### Clock network drawn from the DEF

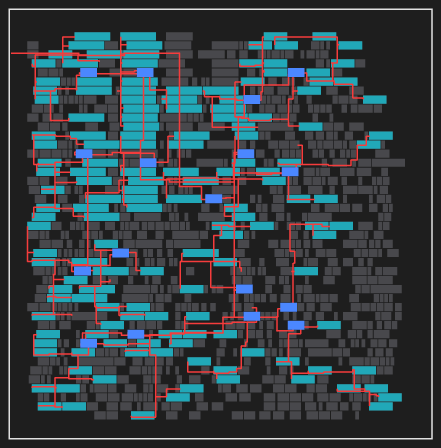
### Placement view

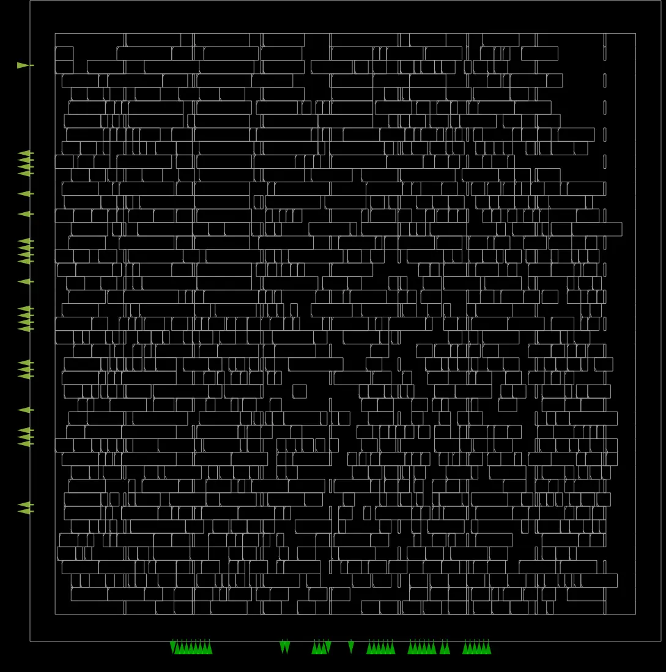
### Register map, names as in the netlist

The bar under the picture is 50 µm long. Other sequential cells in the stronger grey, the rest of the logic in the fainter grey.
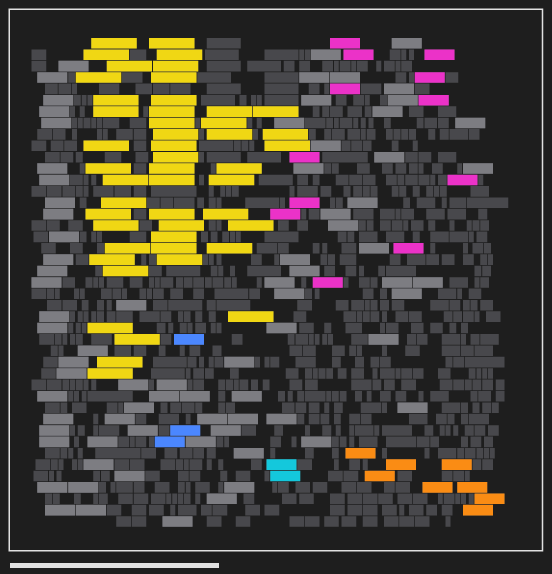
### Routed metal per tile

The die is cut into 25 by 26 equal tiles; dark blue is low, red is high, scaled to the fullest tile. Values are wire area over tile area, all layers added.
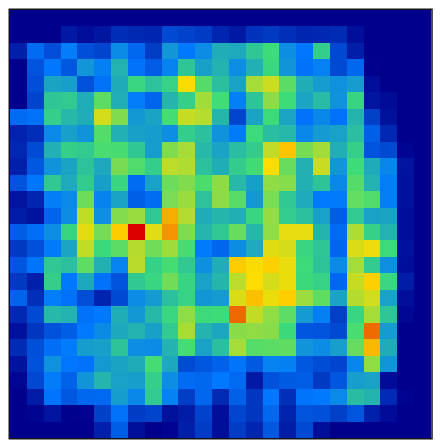
<file path="src/rtl/atm_pkg.sv">
// Shared types and default sizes for the ATM ledger arbiter: op codes, status
// codes, FSM state encoding and parameter defaults.
package atm_pkg;

   localparam int DEF_N_ACCT = 3;
   localparam int DEF_BAL_W  = 12;
   localparam int DEF_AMT_W  = 8;
   localparam int IDX_W      = 2;

   typedef enum logic [1:0] {
      OP_DEPOSIT  = 2'd0,
      OP_WITHDRAW = 2'd1,
      OP_TRANSFER = 2'd2,
      OP_BALANCE  = 2'd3
   } op_e;

   typedef enum logic [1:0] {
      ST_OK       = 2'd0,
      ST_NSF      = 2'd1,
      ST_BAD_ACCT = 2'd2,
      ST_OVERFLOW = 2'd3
   } status_e;

   typedef enum logic [2:0] {
      S_IDLE  = 3'd0,
      S_READ  = 3'd1,
      S_CHECK = 3'd2,
      S_WRITE = 3'd3,
      S_RESP  = 3'd4
   } state_e;

endpackage

</file>
<file path="src/rtl/atm_ledger.sv">
// Account balance register file: two combinational read ports, two write
// ports committed on the same edge, synchronous reload of opening balances.
module atm_ledger
   import atm_pkg::*;
#(
   parameter int               N_ACCT = DEF_N_ACCT,
   parameter int               BAL_W  = DEF_BAL_W,
   parameter logic [BAL_W-1:0] INIT0  = 12'h457,
   parameter logic [BAL_W-1:0] INIT1  = 12'h8AE,
   parameter logic [BAL_W-1:0] INIT2  = 12'hD05
) (
   input  logic             clk,
   input  logic             rst_n,
   input  logic [IDX_W-1:0] rd_idx_a_i,
   output logic [BAL_W-1:0] rd_data_a_o,
   input  logic [IDX_W-1:0] rd_idx_b_i,
   output logic [BAL_W-1:0] rd_data_b_o,
   input  logic             we_a_i,
   input  logic [IDX_W-1:0] wr_idx_a_i,
   input  logic [BAL_W-1:0] wr_data_a_i,
   input  logic             we_b_i,
   input  logic [IDX_W-1:0] wr_idx_b_i,
   input  logic [BAL_W-1:0] wr_data_b_i
);

   logic [BAL_W-1:0] mem_q [N_ACCT];

   function automatic logic [BAL_W-1:0] init_val(input int idx);
      case (idx)
         0:       return INIT0;
         1:       return INIT1;
         2:       return INIT2;
         default: return '0;
      endcase
   endfunction

   // Out-of-range indices read as zero so a bad account never sees X.
   assign rd_data_a_o = (int'(rd_idx_a_i) < N_ACCT) ? mem_q[rd_idx_a_i] : '0;
   assign rd_data_b_o = (int'(rd_idx_b_i) < N_ACCT) ? mem_q[rd_idx_b_i] : '0;

   // NOTE: storage arrays are normally left unreset; this one holds the opening
   // balances, so every entry reloads. Sequential state uses <= throughout.
   always_ff @(posedge clk) begin
      if (!rst_n) begin
         for (int i = 0; i < N_ACCT; i++) mem_q[i] <= init_val(i);
      end else begin
         if (we_a_i) mem_q[wr_idx_a_i] <= wr_data_a_i;
         if (we_b_i) mem_q[wr_idx_b_i] <= wr_data_b_i;
      end
   end

endmodule

</file>
<file path="src/rtl/atm_ledger_arbiter.sv">
// Round-robin arbiter serialising two ATM requesters onto one ledger; each
// grant runs an atomic read-check-write sequence and returns status/balances.
module atm_ledger_arbiter
   import atm_pkg::*;
#(
   parameter int               N_ACCT = DEF_N_ACCT,
   parameter int               BAL_W  = DEF_BAL_W,
   parameter int               AMT_W  = DEF_AMT_W,
   parameter logic [BAL_W-1:0] INIT0  = 12'h457,
   parameter logic [BAL_W-1:0] INIT1  = 12'h8AE,
   parameter logic [BAL_W-1:0] INIT2  = 12'hD05
) (
   input  logic             clk,
   input  logic             rst_n,
   input  logic [1:0]       req,
   input  logic [1:0]       op0,
   input  logic [1:0]       op1,
   input  logic [1:0]       src0,
   input  logic [1:0]       src1,
   input  logic [1:0]       dst0,
   input  logic [1:0]       dst1,
   input  logic [AMT_W-1:0] amt0,
   input  logic [AMT_W-1:0] amt1,
   output logic [1:0]       ack,
   output logic [1:0]       status,
   output logic [BAL_W-1:0] rsp_bal,
   output logic [BAL_W-1:0] rsp_dst_bal,
   output logic             busy
);

   state_e           state_q;
   logic             grant_q, last_grant_q, win_d;
   op_e              op_q;
   logic [IDX_W-1:0] src_q, dst_q;
   logic [AMT_W-1:0] amt_q;
   logic [BAL_W-1:0] src_bal_q, dst_bal_q, rd_src, rd_dst;
   status_e          st_q, st_d;
   logic [BAL_W-1:0] new_src_q, new_dst_q, new_src_d, new_dst_d;
   logic [1:0]       ack_q;
   status_e          status_q;
   logic [BAL_W-1:0] rsp_bal_q, rsp_dst_q;
   logic             busy_q;
   logic             wr_en;

   // Sums carry one extra bit so overflow shows up as the MSB.
   logic [BAL_W:0] amt_ext, src_sum, dst_sum;
   logic           nsf, src_ok, dst_ok;

   assign amt_ext = (BAL_W + 1)'(amt_q);
   assign src_sum = {1'b0, src_bal_q} + amt_ext;
   assign dst_sum = {1'b0, dst_bal_q} + amt_ext;
   assign nsf     = amt_ext > {1'b0, src_bal_q};
   assign src_ok  = int'(src_q) < N_ACCT;
   assign dst_ok  = int'(dst_q) < N_ACCT;

   // NOTE: every always_comb output gets a default first so no latch is inferred.
   always_comb begin
      win_d = 1'b0;
      case (req)
         2'b10:   win_d = 1'b1;
         2'b11:   win_d = ~last_grant_q;
         default: win_d = 1'b0;
      endcase
   end

   always_comb begin
      st_d      = ST_OK;
      new_src_d = src_bal_q;
      new_dst_d = dst_bal_q;
      if (!src_ok || (op_q == OP_TRANSFER && (!dst_ok || dst_q == src_q))) begin
         st_d = ST_BAD_ACCT;
      end else begin
         case (op_q)
            OP_DEPOSIT: begin
               if (src_sum[BAL_W]) st_d = ST_OVERFLOW;
               else                new_src_d = src_sum[BAL_W-1:0];
            end
            OP_WITHDRAW: begin
               if (nsf) st_d = ST_NSF;
               else     new_src_d = src_bal_q - amt_ext[BAL_W-1:0];
            end
            OP_TRANSFER: begin
               if (nsf) begin
                  st_d = ST_NSF;
               end else if (dst_sum[BAL_W]) begin
                  st_d = ST_OVERFLOW;
               end else begin
                  new_src_d = src_bal_q - amt_ext[BAL_W-1:0];
                  new_dst_d = dst_sum[BAL_W-1:0];
               end
            end
            default: st_d = ST_OK;
         endcase
      end
   end

   assign wr_en = (state_q == S_WRITE) && (st_q == ST_OK) && (op_q != OP_BALANCE);

   atm_ledger #(
      .N_ACCT (N_ACCT),
      .BAL_W  (BAL_W),
      .INIT0  (INIT0),
      .INIT1  (INIT1),
      .INIT2  (INIT2)
   ) u_ledger (
      .clk         (clk),
      .rst_n       (rst_n),
      .rd_idx_a_i  (src_q),
      .rd_data_a_o (rd_src),
      .rd_idx_b_i  (dst_q),
      .rd_data_b_o (rd_dst),
      .we_a_i      (wr_en),
      .wr_idx_a_i  (src_q),
      .wr_data_a_i (new_src_q),
      .we_b_i      (wr_en && (op_q == OP_TRANSFER)),
      .wr_idx_b_i  (dst_q),
      .wr_data_b_i (new_dst_q)
   );

   always_ff @(posedge clk) begin
      if (!rst_n) begin
         state_q      <= S_IDLE;
         grant_q      <= 1'b0;
         last_grant_q <= 1'b1;
         op_q         <= OP_DEPOSIT;
         src_q        <= '0;
         dst_q        <= '0;
         amt_q        <= '0;
         src_bal_q    <= '0;
         dst_bal_q    <= '0;
         st_q         <= ST_OK;
         new_src_q    <= '0;
         new_dst_q    <= '0;
         ack_q        <= '0;
         status_q     <= ST_OK;
         rsp_bal_q    <= '0;
         rsp_dst_q    <= '0;
         busy_q       <= 1'b0;
      end else begin
         ack_q <= '0;
         case (state_q)
            S_IDLE: begin
               if (|req) begin
                  grant_q      <= win_d;
                  last_grant_q <= win_d;
                  op_q         <= win_d ? op_e'(op1) : op_e'(op0);
                  src_q        <= win_d ? src1 : src0;
                  dst_q        <= win_d ? dst1 : dst0;
                  amt_q        <= win_d ? amt1 : amt0;
                  busy_q       <= 1'b1;
                  state_q      <= S_READ;
               end
            end
            S_READ: begin
               src_bal_q <= rd_src;
               dst_bal_q <= rd_dst;
               state_q   <= S_CHECK;
            end
            S_CHECK: begin
               st_q      <= st_d;
               new_src_q <= new_src_d;
               new_dst_q <= new_dst_d;
               state_q   <= S_WRITE;
            end
            S_WRITE: begin
               status_q  <= st_q;
               rsp_bal_q <= new_src_q;
               rsp_dst_q <= (op_q == OP_TRANSFER) ? new_dst_q : '0;
               state_q   <= S_RESP;
            end
            S_RESP: begin
               ack_q   <= grant_q ? 2'b10 : 2'b01;
               busy_q  <= 1'b0;
               state_q <= S_IDLE;
            end
            default: state_q <= S_IDLE;
         endcase
      end
   end

   assign ack         = ack_q;
   assign status      = status_q;
   assign rsp_bal     = rsp_bal_q;
   assign rsp_dst_bal = rsp_dst_q;
   assign busy        = busy_q;

endmodule

</file>
<file path="config.mk">
export PLATFORM = sky130hd
export DESIGN_NAME = atm_ledger_arbiter
export DESIGN_NICKNAME = d
export VERILOG_FILES = /design/src/rtl/atm_pkg.sv /design/src/rtl/atm_ledger.sv /design/src/rtl/atm_ledger_arbiter.sv
export SDC_FILE = /design/constraint.sdc
export NUM_CORES = 1
export LEC_CHECK = 0
export CAP_MARGIN = 0
export CORE_AREA = 5 5 122 124
export CTS_BUF_LIST = sky130_fd_sc_hd__clkbuf_8
export DETAILED_ROUTE_END_ITERATION = 12
export DIE_AREA = 0 0 127 129
export HOLD_SLACK_MARGIN = 0.02
export PLACE_DENSITY_LB_ADDON = 0.2
export SLEW_MARGIN = 20
export SYNTH_ARGS = -nofsm -noshare
export SYNTH_HDL_FRONTEND = slang
export SYNTH_SLANG_ARGS = --single-unit
</file>
<file path="constraint.sdc">
create_clock -name clk -period 3.5 [get_ports clk]
set_input_delay 0.875 -clock clk [delete_from_list [all_inputs] [get_ports clk]]
set_output_delay 0.875 -clock clk [all_outputs]
set_load 0.02 [all_outputs]
</file>
==> reports/metrics.cfg <==
[logic_synthesis]
synth_top_area_share_pct=25.1
simple_gate_fraction_of_synth_area_pct=17.7
synth.net_count=910
count_of_library_flops_with_an_enable_pin=48
xor_xnor_area_share_pct=1.40
seq_area_frac_synth_pct=42.8
ys_chip_area_mm2=0.00814
post_synth_most_frequent_cells=sky130_fd_sc_hd__dfxtp_1, sky130_fd_sc_hd__nor2_1, sky130_fd_sc_hd__nand2_1
ys.flop_type=sky130_fd_sc_hd__dfxtp_1
synth.ff_latch_count=150
post_synth_inst_count=851
synth_adder_area_share_pct=4.43
synthArstFlopShare_pct=0
top_cells_by_area=sky130_fd_sc_hd__dfxtp_1, sky130_fd_sc_hd__edfxtp_1, sky130_fd_sc_hd__mux4_2, sky130_fd_sc_hd__nor2_1, sky130_fd_sc_hd__nand2_1
yosysWarningCount=0
synthDominantAreaCellType=sky130_fd_sc_hd__dfxtp_1
ys_sh_mux_pct=11.0
most_common_cell=sky130_fd_sc_hd__dfxtp_1
synth.cellmix.compoundShare_pct=18.6
syn_area_mm2=0.00814

[floorplan]
die_w_um=127
pre_placement_core_utilization_pct=59.5
top_level_ports=61
fp.dieH_um=129
floorplan.die_area_mm2=0.0164
floorplan.core_area_mm2=0.0137

[drt]
vias_per_cell=6.64
final_antenna_net_count=0
post_route_met1_wirelength_um=9690
first_pass_iters=5
initialDrtViolationCount=926
routed.top_layer=met4
route.detailed.drc=0
route.met3.wl_um=2510
drt_wl_total_um=24600

[placement]
dp_hpwl_um=18300
io_buffer_count=60
place.detailed.instances=1048
place_ws_ns=0.358
post_dp_cell_area_mm2=0.00886

[final_timing]
finalCriticalPeriod_ns=3.09
hold_viol_final=0
grt_setup_unrepaired=false
slew_headroom_pct=43.8
setup_viol=0
finalWorstSetupSlack_ns=0.414
fin_worst_hold_slack_ns=0.458
post_layout_period_usage_pct=88.2
fmaxAchievable_ghz=0.324
totalNegativeSetupSlack_ns=0

[finish]
max_reg_flops=48
post_route_cells_drive_above_1_share_pct=11.2
mostFrequentLayoutCell=sky130_fd_sc_hd__dfxtp_1
registers.top_by_ff_count=u_ledger.mem_q
stdcell_count=1080
nets=946
area_delta_synth_final_pct=14.3
antenna_cells_inserted=0
layout_top_cells_excl_fill_tap=sky130_fd_sc_hd__dfxtp_1, sky130_fd_sc_hd__nor2_1, sky130_fd_sc_hd__nand2_1

[grt]
grt-ovfl-total=0
antenna_found_initial=0
use_met1_pct=41.0
globalRouteMet3Util_pct=7.10
grt.met2_usage_pct=47.9
maximum_number_of_pins_on_one_net_before_global_route_repair=53
grt_first_pass_wirelength_um=38800

[pwr]
total_power_mw=4.83
power_density_mw_per_mm2=519
vdd.ir_drop.worst_mv=0.329
cellLeakagePower_nw=3.40

[critical_path]
critical_path_peak_fanout=11
timing.critical_path.slowest_stage_cell=sky130_fd_sc_hd__o41a_1
cp-end-kind=flip-flop
crit_top_cell=sky130_fd_sc_hd__nor2_1
worstPathCellList=inv_1 -> ha_1 -> nor2b_1 -> o31a_1 -> o41a_1 -> nor2_1 -> buf_4 -> nor2_1 -> a211o_1 -> a32o_1
crit_reg_reg_startpoint=amt_q[2]
crit_family=AND-OR/OR-AND gates
crit_path_required_time_ns=3.85
cp.arrival_ns=3.44
path_class=reg -> reg

[clock_tree]
cts_hold_buf=0
cts.repair.resized=0
cts_buffers=17
cts.root.buffer_cell=sky130_fd_sc_hd__clkbuf_8
cts_tree=done
clock_path_buffers=2
cts_htree_levels=4
clock_sinks=150

[hold_path]
min-delay-path-class=reg -> reg

[run]
warning_count=34
cap_viol_max_count=0

[run_status]
outcome=completed

About 'Clock network drawn from the DEF':
Red shows clock wires, length 1730 µm. Blue shows clock drivers, count 17. Cyan shows flip-flops, count 150.
There are 18 routed clock nets. Position of the flops: all over the die.
clock share of power: 30.8%
latest clock arrival within the worst-skew pair: 0.46 ns
largest clock skew in the final design: 0.0119 ns

About 'Placement view':
final standard cell utilization of the core: 68.1%
# fillers: 1136
Core Rows: 43
share of the final layout cell area in sequential cells: 37.4%

About 'Register map, names as in the netlist':
Orange shows amt_q, sequential cells 8, where bottom right. Blue shows state_q, sequential cells 3. Cyan shows op_q, sequential cells 2. Yellow shows u_ledger.mem_q, sequential cells 48. Magenta shows dst_bal_q, sequential cells 12.
Another 77 sequential cells are not coloured.
flip-flop and latch power: 2.18 mW
Register Area: 0.00348 mm²

About 'Routed metal per tile':
19% of the tiles are over half the peak. The fullest tile reaches 0.86. 15% of the tiles are nearly empty. The densest ninth of the die: middle. The mean over all tiles is 0.26.
GRT Resource Usage Total: 30.8%
total number of vias: 7168

[worst paths after layout]
path,to,slack [ns],depth (start not counted)
setup / recovery,new_src_q[9],0.41,10
hold / removal,rsp_bal[11],0.46,2
setup reg to reg,new_src_q[9],0.41,10
hold reg to reg,rsp_bal[11],0.46,2
[power breakdown]
group	switching, mW	total [mW]	leakage (nW)	internal, mW
clock	0.688	1.49	0.217	0.801
sequential	0.266	2.18	1.25	1.91
combinational	0.666	1.16	1.93	0.497
[layout make-up]
class                      instances  area [µm²]
fill                            1136        4360
multi-input combinational        621        4340
sequential                       150        3480
timing repair buffer              79         743
clock buffer                      18         248
tap                              180         225
clock inverter                    14         196
inverter                          18        67.6
Power is estimated from default activity; no workload was simulated.
